==> config.mk <==
export PLATFORM = sky130hd
export DESIGN_NAME = alu_result_stage
export DESIGN_NICKNAME = d
export VERILOG_FILES = /design/src/rtl/alu_result_stage.sv
export SDC_FILE = /design/constraint.sdc
export NUM_CORES = 1
export LEC_CHECK = 0
export CAP_MARGIN = 40
export CORE_ASPECT_RATIO = 2
export CORE_MARGIN = 1
export CORE_UTILIZATION = 64
export CTS_BUF_LIST = sky130_fd_sc_hd__clkbuf_2 sky130_fd_sc_hd__clkbuf_4 sky130_fd_sc_hd__clkbuf_8
export CTS_CLUSTER_SIZE = 12
export DETAILED_ROUTE_END_ITERATION = 12
export DONT_BUFFER_PORTS = 1
export GPL_TIMING_DRIVEN = 1
export PLACE_DENSITY = 0.84
export SKIP_LAST_GASP = 1
export SYNTH_ARGS = -nofsm -noshare
export SYNTH_HDL_FRONTEND = slang
export SYNTH_SLANG_ARGS = --single-unit
==> constraint.sdc <==
create_clock -name clk -period 6 [get_ports clk]
set_clock_uncertainty 0.05 [all_clocks]
set_input_delay 1.8 -clock clk [delete_from_list [all_inputs] [get_ports clk]]
set_output_delay 1.8 -clock clk [all_outputs]
set_load 0.02 [all_outputs]
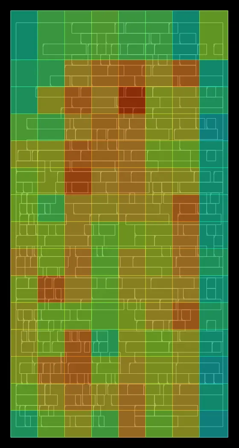
Figure 1: routing congestion map.
Total GRT Usage: 21.5%
WL/cell: 19.3 um
final core utilization: 71.6%
met1 Use GR: 21.5%

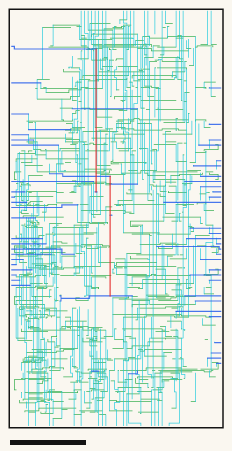
Figure 2: wiring by layer.
Bar = 20 um.
legend:
  metal 4:
    colour: red
    wire_length: 68.7 um
  metal 3:
    colour: blue
    wire_length: 412 um
  metal 1:
    colour: green
    wire_length: 2270 um
  metal 2:
    colour: cyan
    wire_length: 3530 um
Total Wirelength: 6.28 mm
vias after detailed routing: 2011

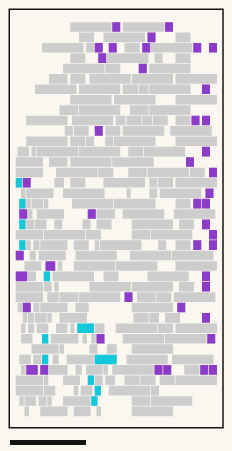
Figure 3: logic cells by family.
Bar = 20 um.
legend:
  and/or cells:
    colour: purple
    cells: 44
    most_used: and2_1
    where: all over the die
  aoi and oai cells:
    colour: cyan
    cells: 12
    most_used: a21oi_1
most instantiated logic cell after routing: edfxtp_1
combinational share of cell area: 29.6%
fin cells: 326

==> changes_impl.md <==
## Flow update

* Hold WC Path Type: flop to flop
* Initial DRC count at a little under 80
* Fraction of layout cells with a size suffix above 1 at 21.8%
* Leading post-synthesis cells by cell area: edfxtp_1, mux2_2, dfxtp_1, and2_1, xor2_1
* Unique masters post-synth at 35
* Filler Cell Count at about 370
* Yosys stat area at 3670 um^2
* Largest net degree at the start of global routing at 38
* Gpl congestion at 0.721
* CTS Hold Buffers Added at 0
* Die Ht at approximately 110 um
* Synth area leader: edfxtp_1
* Setup Crit Path Kind: flop to primary output
* Worst EP arrival at between 1.5 and 2 ns
* Slew Limit Fails at 0
* F_max at about 0.27 GHz
* Fin Setup TNS at 0 ns
* CTS resizes at 0
* Overflow after GRT at 0
* Die W at around 56 um
* Total CTS buffers at 9
* Final Cycle Share at about 62%
* Yosys cell count at 258
* Slowest Stage Delay on Critical Path at 0.55 ns
* Cell area power density at ~300 nW/um^2
* Top area contributor share at between 50% and 60%
* Most numerous logic cells after layout: edfxtp_1, and2_1, mux2_2, dfxtp_1, nor2_1
* Slowest CP cell: or2_2
* Cell Area, Synth at between 3000 and 4000 um^2
* Top Layer Used: met4
* Worst EP required at between 4 and 5 ns
* Post-route ant nets at 0
* Slew @ Worst Pin at between 0.7 and 0.8 ns
* Post-synth seq share at approximately two thirds
* HPWL Detailed at around 4.4 mm
* Critical path peak fanout at 37
* Insertion Delay late pin at between 0.3 and 0.4 ns
* Place WS at 2.13 ns
* FP Core Util at between 60% and 70%
* Worst hold stages at 1
* Initial antenna violation count at 0
* Die ar. at about 6000 um^2
* CTS tree: built
* CP Buf/Inv Count at 0
* CP Depth at 2
* VDD IR max at around 0.24 mV
* I/O pin count at around 92
* ANT cells at 0
* Max Cap Viol at 0
* Avg Inst Size Synth at roughly 14 um^2
* CTS H-Tree Depth at 3
* Flops out of synthesis at between 80 and 90
* Met2 routed WL at between 3 and 4 mm
* Routed vias/inst at 6.17
* Setup crit end kind: primary output
* Clk root buf: clkbuf_8
* Clock sinks at between 80 and 90
* Outcome: finished, final reports clean
* Clk pin slew, worst setup/hold paths at 0.08 ns
* Synth-to-layout area growth at 6.50%
* Floorplan row count at 38
* Slew margin rel. at between 50% and 60%
* Unrepaired setup endpoints after global routing: false
* Met3 wire len at slightly above 400 um
* Post-Syn Nets at ~300
* Post-layout minimum cycle time at 3.71 ns
* Buffers added on ports at 0
* Cell family with most CP delay: simple AND/OR/NAND/NOR gates
* Worst setup margin at 2.29 ns
* Leakage power at about 1.3 nW
* R2r setup slk at 3.54 ns
* DRC Markers at 0
* Metal-1 WL at roughly 2.3 mm
* Buffer count from post-CTS setup fixing at 0
* Startpoint Class: flop
* Length in cells of the worst reg-to-reg path at 5
* Synthesized instance count at between 200 and 300
* Tool warnings at 26
* Setup Viol. Count Final at 0
* Synth warn at 0
* Router iterations before antenna repair at 4
* Final hold vios at 0
* First-pass GRT wire length at about 9.6 mm
* Core Box Area at between 5000 and 6000 um^2
* Buffer depth of the longest clock path at 2
* Fin nets at 300
* CP Cell Sequence: or2_2 -> and2_1
* Vias in the first global route at a little under 2000
[where the power goes]
part,internal [mW],switching [mW],total [mW]
Sequential,0.691,0.00909,0.700
Combinational,0.0335,0.0630,0.0964
Clock,0.192,0.180,0.372
Total,0.916,0.252,1.17
[cells in the mapped netlist]
cell type,number
nand2b_1,1
and4_1,2
buf_4,4
mux2i_1,1
xor2_1,8
buf_2,1
edfxtp_1,70
inv_1,2
clkbuf_1,5
mux2_1,2
buf_1,1
nor3b_1,2
nor2b_1,3
nand2_1,10
and3_1,2
or2_2,1
o2111a_2,1
nor3_1,3
and2_1,35
o21ai_2,1
xnor2_1,3
a21oi_1,6
o21ai_0,4
o22a_1,1
nand4_1,5
mux2_2,33
dfxtp_1,18
nand3_1,3
or4_1,1
nor4_1,9
or3_1,3
ha_1,1
o211ai_2,1
nor2_1,14
nand4_2,1
[per-layer routing]
metal  up-vias  global-route usage (%)
met2        69                    38.6
li1        957                       -
met1       979                    21.5
met3         6                    9.02
met4         0                    9.11
met5         -                       0
[through the flow]
stage                     power, mW  instances  cell area (um^2)  hold WS [ns]
final                          1.17        326              3910         0.493
after global routing           1.22        326              3910         0.505
after CTS                      1.18        326              3910         0.491
after detailed placement      0.812        310              3730         0.476
after global placement        0.808        310              3730         0.460
after floorplan               0.799        258              3670         0.458
[final cells by class]
cell class	instances	area, um^2	area share (%)
inverters	2	7.51	0.192
repair buffers	3	22.5	0.575
flip-flops and latches	88	2460	62.9
well taps	60	75.1	1.92
multi-input cells	157	1160	29.6
clock inverters	1	5.00	0.128
clock buffers	15	181	4.64
[cells by family after synthesis]
logic type               synth area share, %
multiplexers                            11.0
buffers and inverters                   1.77
AND/OR/NAND/NOR                         14.7
AND-OR/OR-AND                           2.52
XOR/XNOR                                2.62
flip-flops                              67.0
adder cells (fa/ha/maj)                0.340
Power figures rest on the tool's default switching activity, not on a simulated workload.
